## src/rtl/rgb_duty_decoder.sv

```systemverilog
`default_nettype none
// ============================================================================
//  Module      : rgb_duty_decoder
//  Description : Receive side of the active-low 3-bit time-multiplexed RGB
//                LED drive. Counts lit samples per channel over fixed,
//                back-to-back windows and presents scaled R/G/B intensity
//                words through a valid/ready hold register.
//                Optional build macro RGB_DEC_SYNC_EN inserts a 2-flop
//                input synchronizer for asynchronous pin sources.
//  Revision    : 1.0 - initial release
// ============================================================================
module rgb_duty_decoder #(
  parameter int WINDOW_TICKS = 4096,
  parameter int SAMPLE_DIV   = 1,
  parameter int OUT_W        = 8
) (
  input  logic             clk,
  input  logic             rst_n,
  input  logic [2:0]       led_in,
  input  logic             color_ready,
  output logic [OUT_W-1:0] red,
  output logic [OUT_W-1:0] green,
  output logic [OUT_W-1:0] blue,
  output logic             color_valid,
  output logic             overrun
);

  localparam int LOG2_W = $clog2(WINDOW_TICKS);
  localparam int ACC_W  = LOG2_W + 1;
  localparam int SHIFT  = LOG2_W - OUT_W;
  localparam int DIV_W  = (SAMPLE_DIV > 1) ? $clog2(SAMPLE_DIV) : 1;

  // Led bit index per colour: [2]=R, [1]=B, [0]=G
  localparam int CH_R = 2;
  localparam int CH_B = 1;
  localparam int CH_G = 0;

  typedef enum logic [0:0] {
    EMPTY = 1'b0,
    FULL  = 1'b1
  } state_t;

  logic [2:0]       led_s;
  logic [DIV_W-1:0] div_q;
  logic [LOG2_W-1:0] cnt_q;
  logic             tick;
  logic             win_end;
  logic [ACC_W-1:0] acc_q  [3];
  logic [ACC_W-1:0] acc_d  [3];
  logic [OUT_W-1:0] scaled [3];

  state_t           state_q;
  logic             valid_q;
  logic             overrun_q;
  logic [OUT_W-1:0] red_q;
  logic [OUT_W-1:0] green_q;
  logic [OUT_W-1:0] blue_q;

`ifdef RGB_DEC_SYNC_EN
  logic [2:0] sync1_q;
  logic [2:0] sync2_q;

  // Two-stage synchronizer; left unreset so it keeps tracking the pins
  // while the rest of the block is held in reset.
  always_ff @(posedge clk) begin
    sync1_q <= led_in;
    sync2_q <= sync1_q;
  end

  assign led_s = sync2_q;
`else
  assign led_s = led_in;
`endif

  assign tick    = (div_q == DIV_W'(SAMPLE_DIV - 1));
  // Power-of-two window: all-ones count is the last sample of the window
  assign win_end = tick && (&cnt_q);

  // Sample-rate divider and window sample counter
  always_ff @(posedge clk) begin
    if (!rst_n) begin
      div_q <= '0;
      cnt_q <= '0;
    end else begin
      div_q <= tick ? '0 : div_q + DIV_W'(1);
      if (tick) begin
        cnt_q <= cnt_q + LOG2_W'(1);
      end
    end
  end

  for (genvar i = 0; i < 3; i++) begin : g_chan
    logic lit;

    assign lit       = ~led_s[i];
    // acc_d includes the current sample, so at window end it is the full count
    assign acc_d[i]  = acc_q[i] + ACC_W'(lit);
    // Top bit only set at 100 % duty; clamp instead of wrapping to zero
    assign scaled[i] = acc_d[i][LOG2_W] ? {OUT_W{1'b1}}
                                        : OUT_W'(acc_d[i] >> SHIFT);

    // Per-channel on-time accumulator, restarted right after window end
    always_ff @(posedge clk) begin
      if (!rst_n) begin
        acc_q[i] <= '0;
      end else if (tick) begin
        acc_q[i] <= win_end ? '0 : acc_d[i];
      end
    end
  end

  // Output hold register: loads on window end when free or being drained,
  // otherwise drops the result and flags a sticky overrun
  always_ff @(posedge clk) begin
    if (!rst_n) begin
      state_q   <= EMPTY;
      valid_q   <= 1'b0;
      overrun_q <= 1'b0;
      red_q     <= '0;
      green_q   <= '0;
      blue_q    <= '0;
    end else begin
      case (state_q)
        EMPTY: begin
          if (win_end) begin
            red_q   <= scaled[CH_R];
            green_q <= scaled[CH_G];
            blue_q  <= scaled[CH_B];
            state_q <= FULL;
            valid_q <= 1'b1;
          end
        end
        FULL: begin
          if (win_end) begin
            if (color_ready) begin
              red_q   <= scaled[CH_R];
              green_q <= scaled[CH_G];
              blue_q  <= scaled[CH_B];
            end else begin
              overrun_q <= 1'b1;
            end
          end else if (color_ready) begin
            state_q <= EMPTY;
            valid_q <= 1'b0;
          end
        end
        default: begin
          state_q <= EMPTY;
          valid_q <= 1'b0;
        end
      endcase
    end
  end

  assign red         = red_q;
  assign green       = green_q;
  assign blue        = blue_q;
  assign color_valid = valid_q;
  assign overrun     = overrun_q;

endmodule
`default_nettype wire
```

## config.mk

```make
export PLATFORM = sky130hd
export DESIGN_NAME = rgb_duty_decoder
export DESIGN_NICKNAME = d
export VERILOG_FILES = /design/src/rtl/rgb_duty_decoder.sv
export SDC_FILE = /design/constraint.sdc
export NUM_CORES = 1
export LEC_CHECK = 0
export ABC_AREA = 1
export CAP_MARGIN = 30
export CORE_MARGIN = 5
export CORE_UTILIZATION = 56
export DETAILED_ROUTE_END_ITERATION = 10
export HOLD_SLACK_MARGIN = 0.02
export PLACE_DENSITY = 0.87
export RECOVER_POWER = 50
export SLEW_MARGIN = 20
export SYNTH_ARGS = -nofsm -noshare
export SYNTH_HDL_FRONTEND = slang
export SYNTH_SLANG_ARGS = --single-unit
```

## constraint.sdc

```tcl
create_clock -name clk -period 2.6 [get_ports clk]
set_input_delay 0.65 -clock clk [delete_from_list [all_inputs] [get_ports clk]]
set_output_delay 0.65 -clock clk [all_outputs]
set_load 0.1 [all_outputs]
```

**Clock nets**

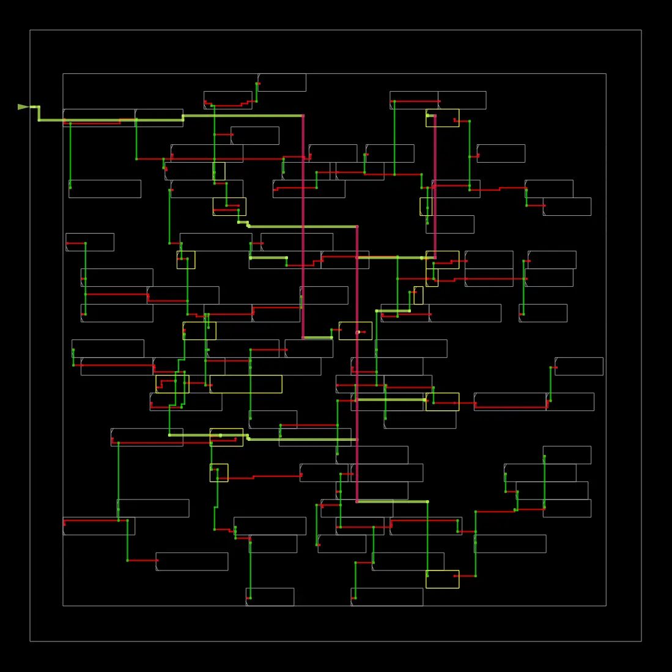
number of flip-flops and latches: 79
number of buffers created by CTS: 9
latest clock arrival within the worst-skew pair: 350 ps

**M4 wires**

Scale bar: 20 microns.
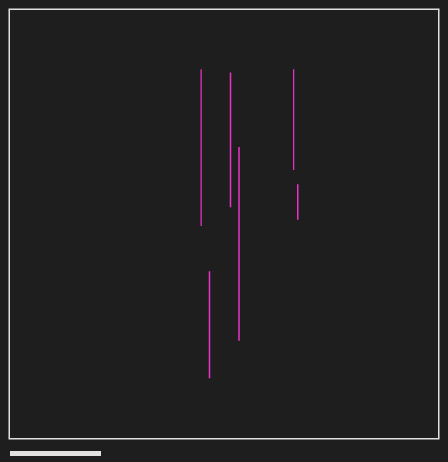
longest straight run: 42.2 microns
main direction: vertical
nets with wire on the layer: 5
share of all routed wire: 2.0%

**I/O pins on the die edge**

Pins as bars across the die edge, other pins in grey.
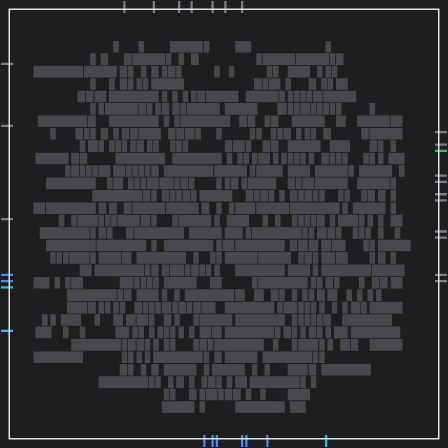
[cyan] `led_in` | pins: 3 | direction: input | edge: 2 left, 1 bottom
[green] `color_valid` | pins: 1 | direction: output | edge: right
[blue] `green` | pins: 8 | direction: output | edge: 6 bottom, 2 left

## cells by family (layout without fill, tap and decap cells)
| kind of cell | count (synthesis) | count (layout) | synth area share |
|---|---|---|---|
| buf+inv | 67 | 113 | 0.0711 |
| flops | 79 | 79 | 0.502 |
| simple gates | 279 | 279 | 0.308 |
| other cells | 1 | 1 | 0.000955 |
| compound gates | 53 | 53 | 0.0688 |
| xor+xnor | 9 | 9 | 0.0201 |
| fa+ha+maj | 9 | 9 | 0.0287 |
## worst min-delay path, stage by stage, from the launching register on
cell and delay (ps):
dfxtp_1 310, inv_1 50, a21oi_1 50
## state kept, by name, summed over array words and instances (netlist names)
register and cells:
acc_q 39, blue 8, cnt_q 12, color_valid 1
div_q 1, green 8, overrun 1, red 8
state_q 1
==> impl_metrics.json <==
{
  "result_of_the_run": "completed",
  "worst_hold_path.endpoint": "overrun",
  "via_count": 3289,
  "stdcell_count": 639,
  "register_area_sq_um": 1970,
  "post_synthesis_instance_area_sq_um": 3930,
  "yosysUniqueCellTypes": 29,
  "power.clock.fraction": 0.369,
  "crit-reg2reg-launch": "cnt_q[0]",
  "route.detailed.wl_per_inst_microns": 12.6,
  "synth-edff-count": 39,
  "number_of_register_bits_inferred_by_synthesis": 79,
  "final-setup-viol-count": 0,
  "reg2reg_to": "green[1]",
  "reg2reg_setup_slack_ps": 240,
  "critical_path.endpoint_type": "flop",
  "worstPathCellList": "ha_1 > nand3_4 > nor3_4 > nand4_1 > ha_1 > nor2_1 > nand2_1 > inv_1 > nand3_1 > nor2_1 > nor2_1",
  "post-route-drc-count": 0,
  "met2RoutedLength_mm": 3.96,
  "path_depth": 11,
  "netSwitchingPower_w": 0.000581,
  "grt_antenna_before_repair": 0,
  "timing.final.ws_setup_ps": 243,
  "report.final.slew_viol_count": 0,
  "row_count": 30,
  "postSynth.asyncResetShare": 0,
  "finalNetCount": 553,
  "clock_sinks": 79,
  "worst_setup_hold_path_clk_slew_ps": 80,
  "crit_path_max_fanout": 9,
  "grt.met3_usage": 0.0361,
  "timing.fmax_ghz": 0.424,
  "worst_clock_skew_ps": 7.77,
  "power.sequential.fraction": 0.576,
  "max_cap_viol_count": 0,
  "hpwlAfterDp_mm": 5.66,
  "required_time_at_the_worst_slack_endpoint_ps": 2840,
  "fin_hold_ws_ps": 455,
  "hp-start": "overrun",
  "ff2ff_path_depth": 11,
  "die_y_microns": 93.7,
  "largestClassByArea": "sequential cells",
  "post_cts_resized": 0,
  "drt_iter0_drc": 198,
  "global_route.usage.met2": 0.329,
  "routed_met1_length_mm": 3.43,
  "chip_area_yosys_sq_um": 3930,
  "nonclk_inv_count": 56,
  "fin_tns_setup_ps": 0,
  "worst_path_max_delay_cell": "dfxtp_1",
  "ys_top_cells_by_area": "edfxtp_1, dfxtp_1, nor2_1",
  "nonClkBufAreaFrac": 0.0562,
  "timing.critical_path.arrival_ps": 2600,
  "postSynthCellCount": 497,
  "finalInstanceArea_sq_um": 4410,
  "first_global_vias": 3038,
  "multi_input_comb_area_sq_um": 1670,
  "critPathBufInv": 1,
  "ys.flop_type": "dfxtp_1",
  "top_cells_by_count": "nor2_1, nand2_1, inv_1",
  "tritoncts": "done",
  "pwr.group.sequential_w": 0.00139,
  "gp_congestion": 0.844,
  "multi_input_comb_cells": 351,
  "gr-max-usage-layer": "met2",
  "seq_area_frac_synth": 0.502,
  "hold_path_class": "reg2reg",
  "vdd.ir_drop.worst_v": 0.000460,
  "power.switching_fraction": 0.241,
  "finalHoldViolations": 0,
  "timing.critical_path.to": "green[1]",
  "postSynthAreaPerCell_sq_um": 7.90,
  "cts-root-buf": "clkbuf_8",
  "postCtsSetupBuffers": 0,
  "gr-total-overflow": 0,
  "area.share.sequential": 0.447,
  "floorplan.core_area_sq_um": 6790,
  "mappedNetlistNets": 512,
  "yosys_cells": 497,
  "totalPowerFinal_w": 0.00241,
  "worst_setup_path_startpoint": "cnt_q[0]",
  "met3WireLength_microns": 504,
  "power_leader": "registers",
  "nClkBuffers": 9,
  "grt_max_degree": 37,
  "cellLeakagePower_nw": 1.84,
  "detail_route.vias_per_cell": 5.15,
  "setup_cp_type": "reg2reg",
  "floorplan.tapcells": 96,
  "drive_above_1_share": 0.0700,
  "clockBufferDepth": 2,
  "layout_top_cell": "nor2_1",
  "timing_worst_slew_pin_value_ps": 1200,
  "dpl.cell_count": 623,
  "routed_wirelength_mm": 8.06,
  "synth.most_common_cell": "nor2_1",
  "power-per-cell-area_nw_per_um2": 547,
  "layout.filler_cells": 571,
  "grt_setup_unrepaired": "no",
  "top_area_contributor_share": 0.298,
  "num-nonclk-buffers": 41,
  "comb_power_share": 0.055,
  "final_core_utilization": 0.649,
  "top_layer_used_by_detailed_routing": "met4",
  "combinational_power_w": 0.000132,
  "maxSlewHeadroom": 0.203,
  "global_route.usage.total": 0.192,
  "postRouteAntennaNets": 0,
  "stage_log_warnings": 27,
  "grt_pass1_wl_mm": 13.3,
  "min_period_ps": 2360
}
No activity file was given, so power comes from the tool's default toggle rates.
